==> config.mk <==
export PLATFORM = sky130hd
export DESIGN_NAME = wr_full_gen
export DESIGN_NICKNAME = d
export VERILOG_FILES = /design/src/rtl/fifo_pkg.sv /design/src/rtl/sync_ff.sv /design/src/rtl/wr_full_gen.sv
export SDC_FILE = /design/constraint.sdc
export NUM_CORES = 1
export LEC_CHECK = 0
export CAP_MARGIN = 5
export CORE_ASPECT_RATIO = 2
export CORE_MARGIN = 5
export CORE_UTILIZATION = 51
export CTS_CLUSTER_DIAMETER = 200
export DETAILED_ROUTE_END_ITERATION = 12
export PLACE_DENSITY = 0.8
export SYNTH_ARGS = -nofsm -noshare
export SYNTH_HDL_FRONTEND = slang
export SYNTH_SLANG_ARGS = --single-unit
export TNS_END_PERCENT = 100
==> constraint.sdc <==
create_clock -name wclk -period 5.65 [get_ports wclk]
set_input_delay 1.4125 -clock wclk [delete_from_list [all_inputs] [get_ports wclk]]
set_output_delay 1.4125 -clock wclk [all_outputs]
set_load 0.02 [all_outputs]
==> src/rtl/fifo_pkg.sv <==
// Shared pointer types and Gray-code helpers for the async FIFO pointer stages.
// Helpers work at the widest pointer width; narrower callers zero-extend and truncate.
package fifo_pkg;

  localparam int DEF_PTR_LEN = 8;

  typedef logic [DEF_PTR_LEN:0] ptr_t;

  function automatic ptr_t bin2gray(input ptr_t bin);
    return bin ^ {1'b0, bin[DEF_PTR_LEN:1]};
  endfunction

  function automatic ptr_t gray2bin(input ptr_t gray);
    ptr_t bin;
    bin = gray;
    for (int i = DEF_PTR_LEN - 1; i >= 0; i--) begin
      bin[i] = bin[i+1] ^ gray[i];
    end
    return bin;
  endfunction

endpackage

==> src/rtl/sync_ff.sv <==
// Multi-flop clock-domain synchroniser with asynchronous active-low reset.
// Pure flop chain: nothing sits between stages, so it is safe for Gray-coded buses.
module sync_ff #(
  parameter int WIDTH  = 1,
  parameter int STAGES = 2
) (
  input  logic             clk_i,
  input  logic             rst_ni,
  input  logic [WIDTH-1:0] d_i,
  output logic [WIDTH-1:0] q_o
);

  logic [WIDTH-1:0] stage_q [STAGES];

  // Shift chain; first stage captures the asynchronous input.
  always_ff @(posedge clk_i or negedge rst_ni) begin
    if (!rst_ni) begin
      for (int i = 0; i < STAGES; i++) begin
        stage_q[i] <= {WIDTH{1'b0}};
      end
    end else begin
      stage_q[0] <= d_i;
      for (int i = 1; i < STAGES; i++) begin
        stage_q[i] <= stage_q[i-1];
      end
    end
  end

  assign q_o = stage_q[STAGES-1];

endmodule

==> src/rtl/wr_full_gen.sv <==
// Write-domain status stage of the async FIFO: publishes the Gray write pointer and
// derives registered full / almost_full / fill level against the synchronised read pointer.
module wr_full_gen
  import fifo_pkg::*;
#(
  parameter int PTR_LEN     = fifo_pkg::DEF_PTR_LEN,
  parameter int SYNC_STAGES = 2,
  parameter int AF_THRESH   = 2
) (
  input  logic             wclk,
  input  logic             wr_srstn,
  input  logic             wr_en,
  input  logic [PTR_LEN:0] wrt_ptr,
  input  logic [PTR_LEN:0] rd_ptr_gray,
  output logic [PTR_LEN:0] wr_ptr_gray,
  output logic             full,
  output logic             almost_full,
  output logic [PTR_LEN:0] wr_count
);

  localparam int               PTR_W     = PTR_LEN + 1;
  localparam logic [PTR_LEN:0] DEPTH     = {1'b1, {PTR_LEN{1'b0}}};
  localparam logic [PTR_LEN:0] AF_T      = PTR_W'(AF_THRESH);
  // Full pattern differs from the read pointer in exactly the top two Gray bits.
  localparam logic [PTR_LEN:0] TOP2_MASK = ~({PTR_W{1'b1}} >> 2'd2);

  logic [PTR_LEN:0] rq;
  logic [PTR_LEN:0] rbin;
  logic [PTR_LEN:0] wptr_nxt;
  logic [PTR_LEN:0] gray_d;
  logic [PTR_LEN:0] count_d;
  logic [PTR_LEN:0] free_slots;
  logic             wr_inc;
  logic             full_d;
  logic             almost_full_d;

  logic [PTR_LEN:0] wr_ptr_gray_q;
  logic [PTR_LEN:0] wr_count_q;
  logic             full_q;
  logic             almost_full_q;

  sync_ff #(
    .WIDTH  (PTR_W),
    .STAGES (SYNC_STAGES)
  ) u_rd2wr_sync (
    .clk_i  (wclk),
    .rst_ni (wr_srstn),
    .d_i    (rd_ptr_gray),
    .q_o    (rq)
  );

  // Next-pointer arithmetic and status derivation from the synchronised read pointer.
  always_comb begin
    wr_inc        = wr_en & ~full_q;
    wptr_nxt      = wrt_ptr + {{PTR_LEN{1'b0}}, wr_inc};
    gray_d        = PTR_W'(bin2gray(ptr_t'(wptr_nxt)));
    rbin          = PTR_W'(gray2bin(ptr_t'(rq)));
    full_d        = (gray_d == (rq ^ TOP2_MASK));
    count_d       = wptr_nxt - rbin;
    free_slots    = DEPTH - count_d;
    almost_full_d = (free_slots <= AF_T);
  end

  // Status registers; wr_ptr_gray_q is the only flop seen by the read domain.
  always_ff @(posedge wclk or negedge wr_srstn) begin
    if (!wr_srstn) begin
      wr_ptr_gray_q <= {PTR_W{1'b0}};
      wr_count_q    <= {PTR_W{1'b0}};
      full_q        <= 1'b0;
      almost_full_q <= 1'b0;
    end else begin
      wr_ptr_gray_q <= gray_d;
      wr_count_q    <= count_d;
      full_q        <= full_d;
      almost_full_q <= almost_full_d;
    end
  end

  assign wr_ptr_gray = wr_ptr_gray_q;
  assign wr_count    = wr_count_q;
  assign full        = full_q;
  assign almost_full = almost_full_q;

endmodule
==> images/io_fan.png <==
Scale: 6 px per um.
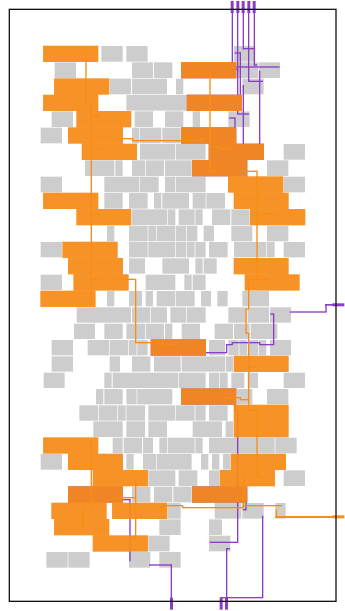
`wr_ptr_gray`: shown in purple, direction output, edge 5 north, 3 south, 1 east, end cells 9, wire 217 um. `wr_srstn`: shown in orange, direction input, edge east, end cells 38, wire 244 um.

==> images/layer_met2.png <==
Scale: 4 px per um.
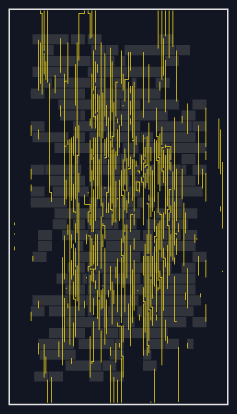
230 nets have wire on it. The layer carries 2,480 um of wire.

==> flow_summary.ini <==
; flow metrics
[run_status]
status = finished clean

[critical_path]
worst_path_most_repeated_cell = sky130_fd_sc_hd__ha_1
critical-path-slowest-cell = sky130_fd_sc_hd__or4b_1
worst_ep_required_time_ns = 5.85
crit_start = wr_en
crit_path_max_fanout = 6
critPathCapture = almost_full
cp_slowest_stage_delay_ns = 0.47

[placed_design]
routability_congestion_estimate_from_global_placement = 0.838
dpl.cell_count = 261
detailed_place_hpwl_um = 3190

[sta]
maxSlewViolCount = 0
finalCritPeriodShare_pct = 84.8
timing.slew.headroom_pct = 46.1
unrepaired_setup_endpoints_after_global_routing = no
max_slew.worst_pin.slew_ns = 0.808
finalSetupTns_ns = 0

[cts]
cts_inserted_buffers = 5
clock_tree.root_cell = sky130_fd_sc_hd__clkbuf_8
clk_transition_reported_paths_ns = 0.07

[floorplanning]
ioPinCount = 41
row_count = 32
floorplan.initialDensity_pct = 51.9

[synth]
synth.cells.most_frequent = sky130_fd_sc_hd__dfrtp_1 (38), sky130_fd_sc_hd__xor2_1 (17), sky130_fd_sc_hd__xnor2_1 (14)
synth.comb.largest_family = XOR/XNOR gates
netlist_top_cells_area = sky130_fd_sc_hd__dfrtp_1 (48%), sky130_fd_sc_hd__ha_1 (7.5%), sky130_fd_sc_hd__xor2_1 (7.5%)
enable_flop_cells = 0
ys.warnings.count = 0
synth_cells = 170
post_synth_instance_area_um2 = 1990
synthMostInstantiatedCell = sky130_fd_sc_hd__dfrtp_1
synth_adder_area_share_pct = 8.53
synth.distinct_cells = 42
mean_post_synth_cell_area_um2 = 11.7

[layout]
antenna_cells = 0
final_layout_top_logic_cells = sky130_fd_sc_hd__clkdlybuf4s50_1 (39), sky130_fd_sc_hd__dfrtp_1 (38), sky130_fd_sc_hd__xor2_1 (17)
flop_share_of_the_area_pct = 36.6
clkCellAreaFrac_pct = 5.49
biggestCellCategory = logic gates
clkbuf_count = 6
regArea_um2 = 951
multiInputGateArea_um2 = 997
n_all_buffers = 41
num-nets-final = 251
seq_cells = 38
count_of_multi_input_gates = 120

[grt]
globalRoute.totalOverflow = 0
grt.met1_usage_pct = 15.8

[hold_path]
hp-class = register to register

[routing]
drt_wl_total_um = 4120
routed.top_layer = met4
vias = 1404
detail-route-antenna-nets = 0
drt_first_pass_iters = 4
detail_route.drc_violations = 0
initialDrtViolationCount = 16
met2_length_um = 2480

[power_and_ir_drop]
cell_internal_pwr_uw = 709
power.switching_fraction_pct = 34.3

[run]
warning_count = 27
drv_cap = 0
==> images/sizes.png <==
Scale: 4 px per um.
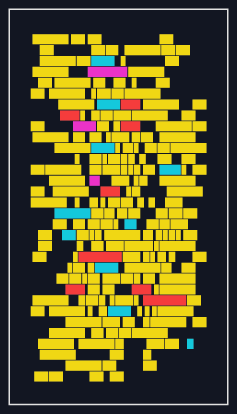
_3 and _4 cells: shown in magenta, cells 3, share 1.4%. _0 and _1 cells: shown in yellow, cells 197, share 90%, most used clkdlybuf4s50_1. _6 and larger: shown in red, cells 8, share 3.7%, most used clkbuf_8. _2 cells: shown in cyan, cells 10, share 4.6%, most used xor2_2.

[worst min path at each step]
stage | to | slack (ns) | cells after the start
finish | u_rd2wr_sync.q_o[0] | 0.35 | 0
global route | u_rd2wr_sync.q_o[0] | 0.36 | 0
CTS | u_rd2wr_sync.q_o[0] | 0.35 | 0
detailed placement | u_rd2wr_sync.q_o[0] | 0.34 | 0
global placement | u_rd2wr_sync.q_o[0] | 0.33 | 0
floorplan | u_rd2wr_sync.q_o[0] | 0.33 | 0
[power groups by stage]
stage	combinational, mW	clock (mW)	sequential (mW)
final	0.464	0.280	0.335
after global routing	0.506	0.295	0.340
after CTS	0.465	0.282	0.336
after detailed placement	0.461	0	0.342
after global placement	0.445	0	0.339
after floorplan	0.244	0	0.393
